File: src/rtl/fp_add_norm_round.sv
// Add/normalise/round stage of the FP adder, fed by the alignment right-shifter.
// Normalises one bit per cycle and rounds to nearest-even; one operation in flight.
module fp_add_norm_round #(
    parameter int n   = 23,
    parameter int exp = 8
) (
    input  logic           clk,
    input  logic           rst_n,
    input  logic           in_valid,
    output logic           in_ready,
    input  logic           sign_a,
    input  logic           sign_b,
    input  logic [exp-1:0] exp_a,
    input  logic [n-1:0]   mant_a,
    input  logic [n-1:0]   mant_b,
    input  logic           b_hidden,
    input  logic           r_in,
    input  logic           s_in,
    output logic           out_valid,
    input  logic           out_ready,
    output logic           res_sign,
    output logic [exp-1:0] res_exp,
    output logic [n-1:0]   res_mant,
    output logic           ovf
);

    // Working word: carry, hidden, n fraction bits, guard, sticky.
    localparam int ww = n + 4;
    localparam int ew = exp + 1;
    localparam logic [ew-1:0] e_one = {{(ew-1){1'b0}}, 1'b1};
    localparam logic [ew-1:0] e_max = {1'b0, {exp{1'b1}}};

    typedef enum logic [2:0] {
        IDLE  = 3'd0,
        ADD   = 3'd1,
        NORM  = 3'd2,
        ROUND = 3'd3,
        DONE  = 3'd4
    } state_t;

    state_t          state_reg;
    logic [ww-1:0]   ea_reg;
    logic [ww-1:0]   eb_reg;
    logic [ww-1:0]   w_reg;
    logic [ew-1:0]   e_reg;
    logic            sign_reg;
    logic            sub_reg;
    logic            zero_reg;

    logic            inc;
    logic [n:0]      frac_sum;
    logic [ew-1:0]   e_rnd;
    logic            w_carry;
    logic            w_hidden;

    assign w_carry  = w_reg[ww-1];
    assign w_hidden = w_reg[ww-2];

    // Round-to-nearest-even: guard set and (sticky or fraction LSB odd).
    assign inc      = w_reg[1] & (w_reg[0] | w_reg[2]);
    assign frac_sum = {1'b0, w_reg[n+1:2]} + {{n{1'b0}}, inc};
    assign e_rnd    = e_reg + {{(ew-1){1'b0}}, frac_sum[n]};

    always_ff @(posedge clk or negedge rst_n) begin
        if (!rst_n) begin
            state_reg <= IDLE;
            ea_reg    <= '0;
            eb_reg    <= '0;
            w_reg     <= '0;
            e_reg     <= '0;
            sign_reg  <= 1'b0;
            sub_reg   <= 1'b0;
            zero_reg  <= 1'b0;
            in_ready  <= 1'b1;
            out_valid <= 1'b0;
            res_sign  <= 1'b0;
            res_exp   <= '0;
            res_mant  <= '0;
            ovf       <= 1'b0;
        end else begin
            case (state_reg)
                IDLE: begin
                    if (in_valid) begin
                        ea_reg    <= {1'b0, 1'b1, mant_a, 2'b00};
                        eb_reg    <= {1'b0, b_hidden, mant_b, r_in, s_in};
                        e_reg     <= {1'b0, exp_a};
                        sign_reg  <= sign_a;
                        sub_reg   <= sign_a ^ sign_b;
                        zero_reg  <= 1'b0;
                        in_ready  <= 1'b0;
                        state_reg <= ADD;
                    end
                end
                ADD: begin
                    // |A| >= |B| upstream, so the difference never goes negative.
                    w_reg     <= sub_reg ? (ea_reg - eb_reg) : (ea_reg + eb_reg);
                    state_reg <= NORM;
                end
                NORM: begin
                    if (w_reg == '0) begin
                        e_reg     <= '0;
                        zero_reg  <= 1'b1;
                        state_reg <= ROUND;
                    end else if (w_carry) begin
                        w_reg <= {1'b0, w_reg[ww-1:2], w_reg[1] | w_reg[0]};
                        e_reg <= e_reg + e_one;
                    end else if (!w_hidden && (e_reg > e_one)) begin
                        w_reg <= {w_reg[ww-2:0], 1'b0};
                        e_reg <= e_reg - e_one;
                    end else if (!w_hidden && (e_reg == e_one)) begin
                        // Denormal result: exponent field 0 keeps the same scale.
                        e_reg     <= '0;
                        state_reg <= ROUND;
                    end else begin
                        state_reg <= ROUND;
                    end
                end
                ROUND: begin
                    res_sign <= zero_reg ? 1'b0 : sign_reg;
                    e_reg    <= e_rnd;
                    if (e_rnd >= e_max) begin
                        res_exp  <= {exp{1'b1}};
                        res_mant <= '0;
                        ovf      <= 1'b1;
                    end else begin
                        res_exp  <= e_rnd[exp-1:0];
                        res_mant <= frac_sum[n-1:0];
                        ovf      <= 1'b0;
                    end
                    out_valid <= 1'b1;
                    state_reg <= DONE;
                end
                DONE: begin
                    if (out_ready) begin
                        out_valid <= 1'b0;
                        in_ready  <= 1'b1;
                        state_reg <= IDLE;
                    end
                end
                default: begin
                    state_reg <= IDLE;
                    in_ready  <= 1'b1;
                    out_valid <= 1'b0;
                end
            endcase
        end
    end

endmodule
File: config.mk
export PLATFORM = sky130hd
export DESIGN_NAME = fp_add_norm_round
export DESIGN_NICKNAME = d
export VERILOG_FILES = /design/src/rtl/fp_add_norm_round.sv
export SDC_FILE = /design/constraint.sdc
export NUM_CORES = 1
export LEC_CHECK = 0
export ABC_AREA = 1
export CAP_MARGIN = 20
export CORE_MARGIN = 2
export CORE_UTILIZATION = 36
export CTS_CLUSTER_SIZE = 20
export DETAILED_ROUTE_END_ITERATION = 10
export SLEW_MARGIN = 20
export SYNTH_ARGS = -nofsm -noshare
export SYNTH_HDL_FRONTEND = slang
export SYNTH_SLANG_ARGS = --single-unit
File: constraint.sdc
create_clock -name clk -period 8.6 [get_ports clk]
set_input_delay 1.72 -clock clk [delete_from_list [all_inputs] [get_ports clk]]
set_output_delay 1.72 -clock clk [all_outputs]
set_load 0.01 [all_outputs]
==> job_summary.md <==
### Metrics collected by this job

| Metric | Value |
|---|---|
| Outcome | `finished clean` |
| Init Core Util | `36.56%` |
| Hold buffer count at CTS | `0` |
| First-pass GRT wire length | `46750 um` |
| Final period util | `48.56%` |
| Setup Skew | `0.01100 ns` |
| Required time of the critical path | `8.90 ns` |
| WHS Endpoint | `res_mant[17]` |
| Post-layout min period | `4.176 ns` |
| M2 GR Usage | `32.29%` |
| Worst R2R Path Depth | `19` |
| Max FFs per register | `27` |
| Largest net degree at the start of global routing | `80` |
| Residual DRC count | `0` |
| Comb/total area | `48.99%` |
| 1st-iter DRT viols | `565` |
| Syn nets | `1727` |
| Xor/xnor share | `2.408%` |
| Hpwl dp | `22000 um` |
| M1 GR Usage | `27.49%` |
| Design Area, Final | `11980 um^2` |
| Seq Cell Count | `127` |
| Placed cell area | `11370 um^2` |
| Net count, final | `1791` |
| Non-clk invs | `226` |
| H-tree depth | `4` |
| Post-CTS sizing | `0` |
| Register-to-register setup slack | `4.94 ns` |
| First drt pass iteration count | `5` |
| Top cells excl fill/tap | `578 x nand2_1, 212 x inv_1, 149 x nor2_1, 126 x dfrtp_1, 123 x nand3_1` |
| Yosys stat cell total | `1608` |
| Max VDD drop | `0.0001490 V` |
| GR Util All Layers | `19.81%` |
| Via density | `4.812` |
| Worst setup path class | `in2reg` |
| Maximum clock insertion buffer count | `2` |
| Top non-seq family | `simple AND/OR/NAND/NOR gates` |
| Static Leak | `6.181 nW` |
| Final hold viol count | `0` |
| Max Fclk | `239.5 MHz` |
| Tap Count | `378` |
| Initial antenna violation count | `0` |
| Top cells by area | `dfrtp_1 31%, nand2_1 21%, inv_1 7.8%` |
| Setup crit end | `ea_reg[25]` |
| Setup ws final | `4.424 ns` |
| Post-CTS setup buffers | `0` |
| Number of routed nets with antenna violations | `0` |
| Post-Route M1 WL | `13990 um` |
| RSZ-0062 raised after global routing | `no` |
| Bufs w/o clock | `101` |
| Global routing's busiest layer | `met2` |
| Vias in the first global route | `9373` |
| Setup TNS | `0 ns` |
| Met3 Resource Use GR | `2.632%` |
| Simple share | `37.91%` |
| Worst setup SP type | `primary input` |
| Leading cell kind | `logic gates` |
| Synthesis Warnings | `0` |
| R2r startpoint | `w_reg[7]` |
| Final hold slack | `0.4747 ns` |
| Ports | `98` |
| Crit. Startpoint | `in_valid` |
| Hold/Removal Path Class | `reg2reg` |
| Register area share after synthesis | `31.21%` |
| Clock-pin slew on the worst setup and hold paths | `0.06 ns` |
| Gate Area | `5869 um^2` |
| I/O Buffers | `97` |
| # rows | `61` |
| Slew @ Worst Pin | `1.048 ns` |
| Mux share | `0%` |
| PD cells | `453.3 nW/um^2` |
| Total wire length | `28380 um` |
| Placed insts | `2031` |
| R2R Path End | `res_mant[15]` |
| Sequential cell area share | `26.54%` |
| Crit path capture type | `register` |
| Hold Path Depth | `2` |
| Maxcap violations | `0` |
| Place WS | `4.236 ns` |
| Top cell type by total area after synthesis | `dfrtp_1` |
| Crit path DAT | `4.48 ns` |
| Adder Share, Synth | `6.952%` |
| Cell Area, Synth | `10190 um^2` |
| CTS Root Cell | `clkbuf_16` |
| # fillers | `2939` |
| Flop area | `3179 um^2` |
| Dominant Register Cell | `dfrtp_1` |
| Cells after Synth | `1608` |
| Post-Syn Area per Cell | `6.335 um^2` |
| Num CTS Buffers | `17` |
| Final Max Slew Viols | `0` |
| Via count | `9922` |
| Crit path max fanout | `79` |
| Ant. Diodes | `0` |
| WL per Instance | `13.76 um` |
| Yosys stat area | `10190 um^2` |
| Final core utilization | `43.00%` |
| Hold path startpoint | `res_mant[17]` |
| Count of tool warnings | `52` |
| Data buffer area share | `8.334%` |
| Multi-In Gates | `1199` |
| Yosys aoi share | `10.35%` |
| Clock Latency Late Sink | `0.43 ns` |
| DR WL met2 | `12720 um` |
| Post-synth EDFFs | `0` |
| GR Overflow Total | `0` |
| Highest metal used | `met4` |
| Top-area cell share | `30.95%` |
synth_stat cells (4+ instances only):
library cell / instances
o21bai_1: 6
o211ai_1: 6
nand2_1: 578
buf_6: 6
xor2_1: 23
o22ai_1: 5
o31ai_1: 6
nor4_1: 4
nor3_1: 20
dfrtp_1: 126
inv_2: 11
nand3_1: 123
buf_2: 17
ha_1: 55
clkbuf_1: 26
nand4_1: 18
o21ai_1: 16
xnor2_1: 5
o21ai_0: 75
a21oi_1: 63
nor2_1: 149
clkbuf_2: 4
inv_1: 212
nor2_2: 7
or2_2: 4
power breakdown:
part	switching, mW	internal, mW	total (mW)
combinational	2.31	1.18	3.49
sequential	0.279	0.891	1.17
clock	0.296	0.472	0.768
critical path, cell delays in order:
cell,delay [ns]
clkdlybuf4s50_1,0.41
nand2_1,0.73
clkinv_2,1.00
or2_2,0.60
Figure 1. Selected gate families.
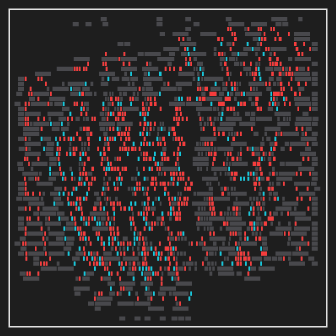
Red stands for nand cells, cells 730. Cyan stands for inv cells, cells 226.
Top cell excl fill/tap: nand2_1
Final Non-Filler Cells: 2062

Figure 2. Power grid.
Pins as bars on the die edge.
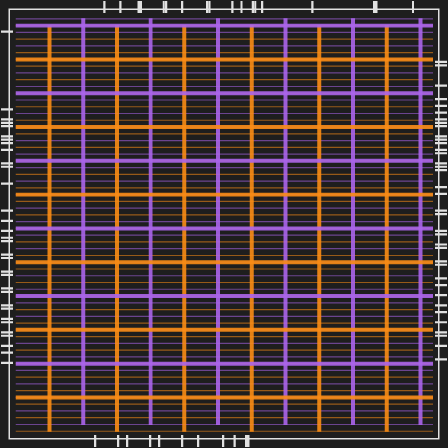
Orange stands for VSS. Purple stands for VDD.
The core has 61 rows. 12 straps on met5. 12 straps on met4. 62 met1 rails follow the rows.
Die W: 172.2 um
core area: 27860 um^2
die span in y: 172.2 um

No activity file was given, so power comes from the tool's default toggle rates.
